Run 1, placement view:
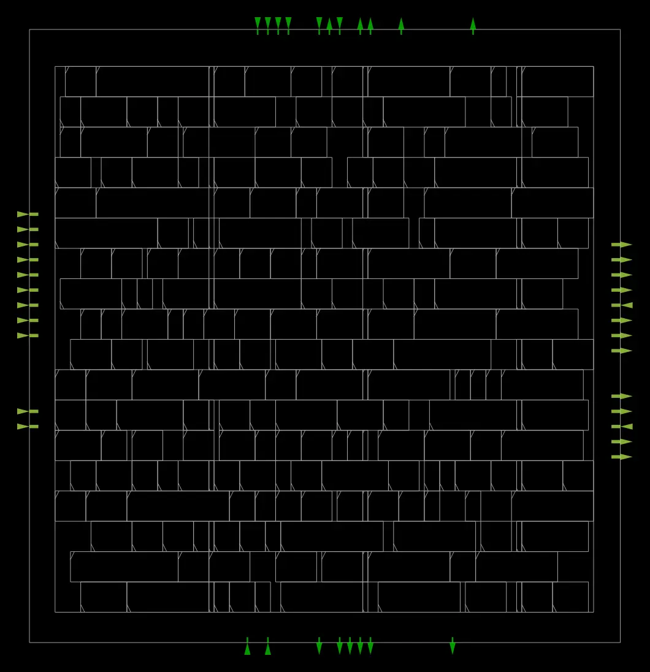
Run 1, floorplan with the power grid:
Scale: 8 px per µm. Pins as bars on the die edge. Tap cells in gray.
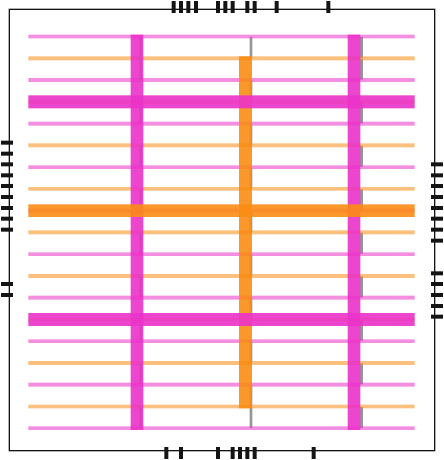
Run 1, signal wires on met2:
Scale: 6 px per µm. Cells faint in the background.
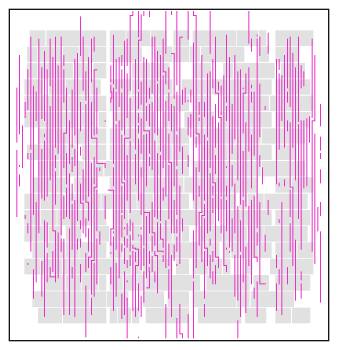
[src/rtl/mc_mem_if.sv]
// Shared instruction/data memory handshake between the multi-cycle controller and memory.
// A request is outstanding while mem_req is high; it completes in the cycle where mem_ready is high.
interface mc_mem_if;
    logic mem_req;
    logic mem_we;
    logic mem_ready;

    modport master (output mem_req, output mem_we, input mem_ready);
    modport slave  (input mem_req, input mem_we, output mem_ready);
endinterface

[src/rtl/mc_controller.sv]
// Multi-cycle MIPS control unit: sequences IF/ID/EXE/MEM/WB and drives datapath strobes.
// Strobes are combinational from state, IR fields, zero and mem_ready; state, counter and bus_err are registered.
module mc_controller #(
    parameter int ALUCTRL_W   = 3,
    parameter bit EN_BNEZALC  = 1'b1,
    parameter int MEM_TIMEOUT = 0
) (
    input  logic                 clk,
    input  logic                 reset,
    mc_mem_if.master             mem,
    input  logic [5:0]           op,
    input  logic [5:0]           func,
    input  logic [4:0]           rt,
    input  logic                 zero,
    output logic [2:0]           state,
    output logic                 ir_write,
    output logic                 pc_write,
    output logic [1:0]           pc_src,
    output logic                 reg_write,
    output logic [1:0]           wa_sel,
    output logic [1:0]           wd_sel,
    output logic                 alu_srcb,
    output logic                 ext_sign,
    output logic [ALUCTRL_W-1:0] alu_ctrl,
    output logic                 instr_done,
    output logic                 illegal,
    output logic                 bus_err
);
    localparam logic [5:0] OP_RTYPE  = 6'b000000;
    localparam logic [5:0] OP_REGIMM = 6'b000001;
    localparam logic [5:0] OP_J      = 6'b000010;
    localparam logic [5:0] OP_JAL    = 6'b000011;
    localparam logic [5:0] OP_BEQ    = 6'b000100;
    localparam logic [5:0] OP_ORI    = 6'b001101;
    localparam logic [5:0] OP_LUI    = 6'b001111;
    localparam logic [5:0] OP_LW     = 6'b100011;
    localparam logic [5:0] OP_SW     = 6'b101011;
    localparam logic [5:0] F_SLL     = 6'b000000;
    localparam logic [5:0] F_JR      = 6'b001000;
    localparam logic [5:0] F_ADDU    = 6'b100001;
    localparam logic [5:0] F_SUBU    = 6'b100011;
    localparam logic [5:0] F_OR      = 6'b100101;
    localparam logic [4:0] RT_BNEZALC = 5'b10011;

    localparam logic [ALUCTRL_W-1:0] ALU_ADD = ALUCTRL_W'(0);
    localparam logic [ALUCTRL_W-1:0] ALU_SUB = ALUCTRL_W'(1);
    localparam logic [ALUCTRL_W-1:0] ALU_OR  = ALUCTRL_W'(3);
    localparam logic [ALUCTRL_W-1:0] ALU_LUI = ALUCTRL_W'(4);

    localparam int CNT_W = (MEM_TIMEOUT > 0) ? $clog2(MEM_TIMEOUT + 1) : 1;

    typedef enum logic [2:0] {
        S_IF  = 3'd0,
        S_ID  = 3'd1,
        S_EXE = 3'd2,
        S_MEM = 3'd3,
        S_WB  = 3'd4
    } state_t;

    typedef enum logic [3:0] {
        C_NOP, C_J, C_JAL, C_JR, C_ILL, C_RALU, C_ORI, C_LUI, C_LW, C_SW, C_BEQ, C_BNEZ
    } cls_t;

    state_t               state_q, state_d;
    logic [CNT_W-1:0]     cnt_q;
    logic                 bus_err_q;
    cls_t                 cls;
    logic [ALUCTRL_W-1:0] r_alu, alu_sel;
    logic                 srcb_sel, sext_sel;
    logic                 wait_state, timeout_hit;

    // The IR is held by the datapath, so decode is valid and stable for the whole instruction.
    always_comb begin
        cls   = C_ILL;
        r_alu = ALU_ADD;
        case (op)
            OP_RTYPE: begin
                case (func)
                    F_ADDU: begin cls = C_RALU; r_alu = ALU_ADD; end
                    F_SUBU: begin cls = C_RALU; r_alu = ALU_SUB; end
                    F_OR:   begin cls = C_RALU; r_alu = ALU_OR;  end
                    F_JR:   cls = C_JR;
                    F_SLL:  cls = C_NOP;
                    default: cls = C_ILL;
                endcase
            end
            OP_REGIMM: cls = (EN_BNEZALC && rt == RT_BNEZALC) ? C_BNEZ : C_ILL;
            OP_J:      cls = C_J;
            OP_JAL:    cls = C_JAL;
            OP_BEQ:    cls = C_BEQ;
            OP_ORI:    cls = C_ORI;
            OP_LUI:    cls = C_LUI;
            OP_LW:     cls = C_LW;
            OP_SW:     cls = C_SW;
            default:   cls = C_ILL;
        endcase
    end

    always_comb begin
        alu_sel  = ALU_ADD;
        srcb_sel = 1'b0;
        sext_sel = 1'b0;
        case (cls)
            C_RALU:       alu_sel = r_alu;
            C_ORI:        begin alu_sel = ALU_OR;  srcb_sel = 1'b1; end
            C_LUI:        begin alu_sel = ALU_LUI; srcb_sel = 1'b1; end
            C_LW, C_SW:   begin alu_sel = ALU_ADD; srcb_sel = 1'b1; sext_sel = 1'b1; end
            C_BEQ, C_BNEZ: begin alu_sel = ALU_SUB; sext_sel = 1'b1; end
            default:      alu_sel = ALU_ADD;
        endcase
    end

    // A late mem_ready on the timeout cycle still completes the access.
    assign wait_state  = (state_q == S_IF) || (state_q == S_MEM);
    assign timeout_hit = (MEM_TIMEOUT > 0) && wait_state && !mem.mem_ready &&
                         (cnt_q == CNT_W'(MEM_TIMEOUT));

    always_comb begin
        state_d     = state_q;
        mem.mem_req = 1'b0;
        mem.mem_we  = 1'b0;
        ir_write    = 1'b0;
        pc_write    = 1'b0;
        pc_src      = 2'd0;
        reg_write   = 1'b0;
        wa_sel      = 2'd0;
        wd_sel      = 2'd0;
        alu_srcb    = 1'b0;
        ext_sign    = 1'b0;
        alu_ctrl    = ALU_ADD;
        instr_done  = 1'b0;
        illegal     = 1'b0;
        if (state_q == S_EXE || state_q == S_MEM || state_q == S_WB) begin
            alu_ctrl = alu_sel;
            alu_srcb = srcb_sel;
            ext_sign = sext_sel;
        end
        case (state_q)
            S_IF: begin
                if (timeout_hit) begin
                    state_d = S_IF;
                end else begin
                    mem.mem_req = 1'b1;
                    if (mem.mem_ready) begin
                        ir_write = 1'b1;
                        pc_write = 1'b1;
                        state_d  = S_ID;
                    end
                end
            end
            S_ID: begin
                case (cls)
                    C_NOP: begin instr_done = 1'b1; state_d = S_IF; end
                    C_J:   begin pc_write = 1'b1; pc_src = 2'd2; instr_done = 1'b1; state_d = S_IF; end
                    C_JAL: begin
                        pc_write = 1'b1; pc_src = 2'd2;
                        reg_write = 1'b1; wa_sel = 2'd2; wd_sel = 2'd2;
                        instr_done = 1'b1; state_d = S_IF;
                    end
                    C_JR:  begin pc_write = 1'b1; pc_src = 2'd3; instr_done = 1'b1; state_d = S_IF; end
                    C_ILL: begin illegal = 1'b1; instr_done = 1'b1; state_d = S_IF; end
                    default: state_d = S_EXE;
                endcase
            end
            S_EXE: begin
                case (cls)
                    C_BEQ: begin
                        if (zero) begin pc_write = 1'b1; pc_src = 2'd1; end
                        instr_done = 1'b1; state_d = S_IF;
                    end
                    C_BNEZ: begin
                        reg_write = 1'b1; wa_sel = 2'd2; wd_sel = 2'd2;
                        if (!zero) begin pc_write = 1'b1; pc_src = 2'd1; end
                        instr_done = 1'b1; state_d = S_IF;
                    end
                    C_LW, C_SW: state_d = S_MEM;
                    default:    state_d = S_WB;
                endcase
            end
            S_MEM: begin
                if (timeout_hit) begin
                    state_d = S_IF;
                end else begin
                    mem.mem_req = 1'b1;
                    mem.mem_we  = (cls == C_SW);
                    if (mem.mem_ready) begin
                        if (cls == C_SW) begin
                            instr_done = 1'b1;
                            state_d    = S_IF;
                        end else begin
                            state_d = S_WB;
                        end
                    end
                end
            end
            S_WB: begin
                reg_write  = 1'b1;
                wa_sel     = (cls == C_RALU) ? 2'd1 : 2'd0;
                wd_sel     = (cls == C_LW) ? 2'd1 : 2'd0;
                instr_done = 1'b1;
                state_d    = S_IF;
            end
            default: state_d = S_IF;
        endcase
        if (reset) begin
            mem.mem_req = 1'b0;
            mem.mem_we  = 1'b0;
            ir_write    = 1'b0;
            pc_write    = 1'b0;
            pc_src      = 2'd0;
            reg_write   = 1'b0;
            wa_sel      = 2'd0;
            wd_sel      = 2'd0;
            alu_srcb    = 1'b0;
            ext_sign    = 1'b0;
            alu_ctrl    = ALU_ADD;
            instr_done  = 1'b0;
            illegal     = 1'b0;
        end
    end

    always_ff @(posedge clk or posedge reset) begin
        if (reset) begin
            state_q   <= S_IF;
            cnt_q     <= '0;
            bus_err_q <= 1'b0;
        end else begin
            state_q <= state_d;
            if (timeout_hit) bus_err_q <= 1'b1;
            if (MEM_TIMEOUT == 0 || state_d != state_q || timeout_hit) begin
                cnt_q <= '0;
            end else if (wait_state && !mem.mem_ready) begin
                cnt_q <= cnt_q + CNT_W'(1);
            end
        end
    end

    assign state   = state_q;
    assign bus_err = bus_err_q;
endmodule

[src/flat_wrapper.sv]
// flat-port wrapper written by rule: the top's interface ports become plain ports
module mc_controller_flat 
#(
    parameter int ALUCTRL_W   = 3,
    parameter bit EN_BNEZALC  = 1'b1,
    parameter int MEM_TIMEOUT = 0
)
  (clk, reset, op, func, rt, zero, state, ir_write, pc_write, pc_src, reg_write, wa_sel, wd_sel, alu_srcb, ext_sign, alu_ctrl, instr_done, illegal, bus_err, mem_mem_req, mem_mem_we, mem_mem_ready);
  mc_mem_if mem_i ();
  input  logic clk;
  input  logic reset;
  input  logic [5:0] op;
  input  logic [5:0] func;
  input  logic [4:0] rt;
  input  logic zero;
  output logic [2:0] state;
  output logic ir_write;
  output logic pc_write;
  output logic [1:0] pc_src;
  output logic reg_write;
  output logic [1:0] wa_sel;
  output logic [1:0] wd_sel;
  output logic alu_srcb;
  output logic ext_sign;
  output logic [ALUCTRL_W-1:0] alu_ctrl;
  output logic instr_done;
  output logic illegal;
  output logic bus_err;
  output wire logic [$bits(mem_i.mem_req)-1:0] mem_mem_req;
  output wire logic [$bits(mem_i.mem_we)-1:0] mem_mem_we;
  input wire logic [$bits(mem_i.mem_ready)-1:0] mem_mem_ready;
  assign mem_mem_req = mem_i.mem_req;
  assign mem_mem_we = mem_i.mem_we;
  assign mem_i.mem_ready = mem_mem_ready;
  mc_controller #(.ALUCTRL_W(ALUCTRL_W), .EN_BNEZALC(EN_BNEZALC), .MEM_TIMEOUT(MEM_TIMEOUT)) u_core (.clk(clk), .reset(reset), .mem(mem_i), .op(op), .func(func), .rt(rt), .zero(zero), .state(state), .ir_write(ir_write), .pc_write(pc_write), .pc_src(pc_src), .reg_write(reg_write), .wa_sel(wa_sel), .wd_sel(wd_sel), .alu_srcb(alu_srcb), .ext_sign(ext_sign), .alu_ctrl(alu_ctrl), .instr_done(instr_done), .illegal(illegal), .bus_err(bus_err));
endmodule
[config.mk]
export PLATFORM = sky130hd
export DESIGN_NAME = mc_controller_flat
export DESIGN_NICKNAME = d
export VERILOG_FILES = /design/src/rtl/mc_mem_if.sv /design/src/rtl/mc_controller.sv /design/src/flat_wrapper.sv
export SDC_FILE = /design/constraint.sdc
export NUM_CORES = 1
export LEC_CHECK = 0
export CAP_MARGIN = 30
export CORE_AREA = 2 2 51 53
export DETAILED_ROUTE_END_ITERATION = 8
export DIE_AREA = 0 0 53 55
export PLACE_DENSITY = 0.75
export SLEW_MARGIN = 20
export SYNTH_ARGS = -nofsm -noshare
export SYNTH_HDL_FRONTEND = slang
export SYNTH_SLANG_ARGS = --single-unit
[constraint.sdc]
create_clock -name clk -period 2.3 [get_ports clk]
set_input_delay 0.23 -clock clk [delete_from_list [all_inputs] [get_ports clk]]
set_output_delay 0.23 -clock clk [all_outputs]
set_load 0.05 [all_outputs]
==> flow_summary.toml, run 1 <==
# generated from flow reports
[pwr]
clock_net_power_uw = 110
clkPwrFrac = 0.132
power_density_nw_per_um2 = 392
peakVddDrop_uv = 660

[global_route]
grt.overflow.total = 0
grt_pass1_wl_mm = 7.06

[worst_setup_path]
critPathMostFrequentCell = "buf_6"
required_ps = 2070
start_kind = "primary input"
setup.worst_path.class = "primary input to output port"
r2r_end = "u_core.state[1]"
r2r_cells = 4

[placed_design]
dp_slack_ps = -696
place_inst = 220

[routing]
dr.max_layer_used = "met4"

[timing]
tightestPinTransition_ps = 495
fin_skew_ps = 12.0
setup_tns_ps = -1360
setup_ws_ps = -219
setup_viol = 11

[clock_network]
hold_buffers = 0

[synthesis]
ys.flop_type = "dfrtp_1"
syn_inst = 125
synthXorXnorAreaFrac = 0.0213

[status]
status = "finished, violations left"
violations = "negative setup slack"

[layout]
largest_reg_flops = 3
## Picture notes: 'placement view'
Flops: 3
post-layout util: 0.899
final non-filler cell total: 234
# rows: 18

## Picture notes: 'floorplan with the power grid'
VSS: shown in magenta. VDD: shown in orange.
43 signal pins sit on the boundary. The core has 18 rows.
die width: 53 µm
die height: 55 µm

## Picture notes: 'signal wires on met2'
The wires run mostly vertical. The longest straight run is 33.0 µm.
WL final: 5.11 mm
met2 usage in global routing: 0.610
via count: 1453

==> run 1: Yosys cell counts, types with 2 or more instances <==
cell,number
clkbuf_1,5
and4_1,2
nor4_1,2
and3_1,3
nand3b_1,3
a2111oi_0,2
nor2b_1,5
and2_1,3
nor2_1,16
inv_1,4
dfrtp_1,3
a211oi_1,3
nor3_1,8
a31oi_1,5
a21oi_1,6
or4_1,4
buf_2,3
and4b_1,2
buf_4,2
a21boi_0,2
or3_1,2
nand2_1,7
o21ai_0,7
nand3_1,4
o211ai_1,2
or2_2,2
==> run 1: layout make-up <==
cell class	instances	share of cell area
Tap cell	30	0.0177
Inverter	4	0.00706
Timing Repair Buffer	86	0.441
Multi-Input combinational cell	107	0.486
Clock buffer	4	0.0124
Sequential cell	3	0.0359
Run 1, signal wires by layer:
Scale: 6 px per µm. Two of the layers only.
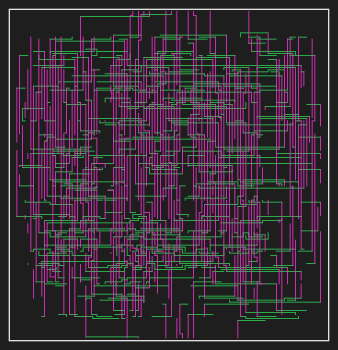

==> run 2: changes to the inputs <==
- RECOVER_POWER: not set -> 50
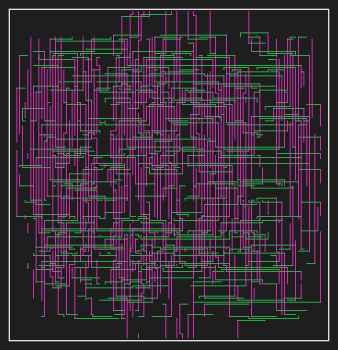
Run 2: signal wires by layer
Scale: 6 px per µm. Two of the layers only.
metal 1: shown in green, wire length 1810 µm. metal 2: shown in magenta, wire length 2770 µm.
detailed-route wire length per cell: 22.1 µm
via count: 1460
WL final: 5.18 mm

==> run 2 against run 1 <==
Effect of this change:
- the run still ends with negative setup slack left
- via count increased by 0.48%
- wire length increased by 1.4%
- fmax decreased by 0.17%
- area after synthesis unchanged
- combinational power decreased by 2%
- critical path depth unchanged
- sequential power about the same
- worst setup slack got worse by 4.4 ps
- global-route usage unchanged
- die area unchanged
==> flow_summary.toml, run 2 <==
# generated from flow reports
[pwr]
switching_share = 0.524
peakVddDrop_uv = 656
p_int_uw = 391
clkPwrFrac = 0.134
power_density_nw_per_um2 = 389

[timing]
setup_viol = 12
setup_tns_ps = -1470
fin_skew_ps = 12.7
setup_ws_ps = -223
hold_violations = 0

[worst_setup_path]
crit_arrival_ps = 2290
setup.worst_path.class = "primary input to output port"
r2r_end = "u_core.state[1]"
start_kind = "primary input"
required_ps = 2070
critPathMostFrequentCell = "buf_6"

[layout]
combGateArea_um2 = 1030
largest_reg_flops = 3
instances_no_fill = 234
drive_gt1_frac = 0.618
final_core_util = 0.891

[floorplanning]
fp.dieW_um = 53
core.rowCount = 18
die_h_um = 55

[synthesis]
synth_dominant_cell_count = "nor2_1"
ys.flop_type = "dfrtp_1"
simple_gate_share = 0.508
syn_inst = 125
synthXorXnorAreaFrac = 0.0213
ys_types = 44

[status]
status = "finished, violations left"
violations = "negative setup slack"

[global_route]
grt.overflow.total = 0
use_met2 = 0.610
grt_pass1_wl_mm = 7.06

[clock_network]
hold_buffers = 0

[placed_design]
place_inst = 220
dp_slack_ps = -696

[routing]
ant_nets = 0
==> run 2: cell counts after synthesis <==
No cell type changed its count.
==> run 2: kinds of logic (layout without fill, tap and decap cells) <==
family	Yosys count	count (layout)
AND/OR/NAND/NOR	70	70
buffers and inverters	15	94
XOR/XNOR	2	2
flip-flops	3	3
AND-OR/OR-AND	34	34
other	1	1
==> run 2: cell type report <==
class / instances / share of cell area
multi-input cells: 107 / 0.489
clock buffers: 4 / 0.0125
flip-flops and latches: 3 / 0.0362
inverters: 4 / 0.00713
well taps: 30 / 0.0178
repair buffers: 86 / 0.437
==> run 2: metal layers <==
| metal | vias up | share of wire |
|---|---|---|
| li1 | 634 | - |
| met3 | 26 | 0.074 |
| met4 | 0 | 0.043 |
| met1 | 705 | 0.35 |
| met2 | 95 | 0.53 |
| met5 | - | 0 |
Power is estimated from default activity; no workload was simulated.
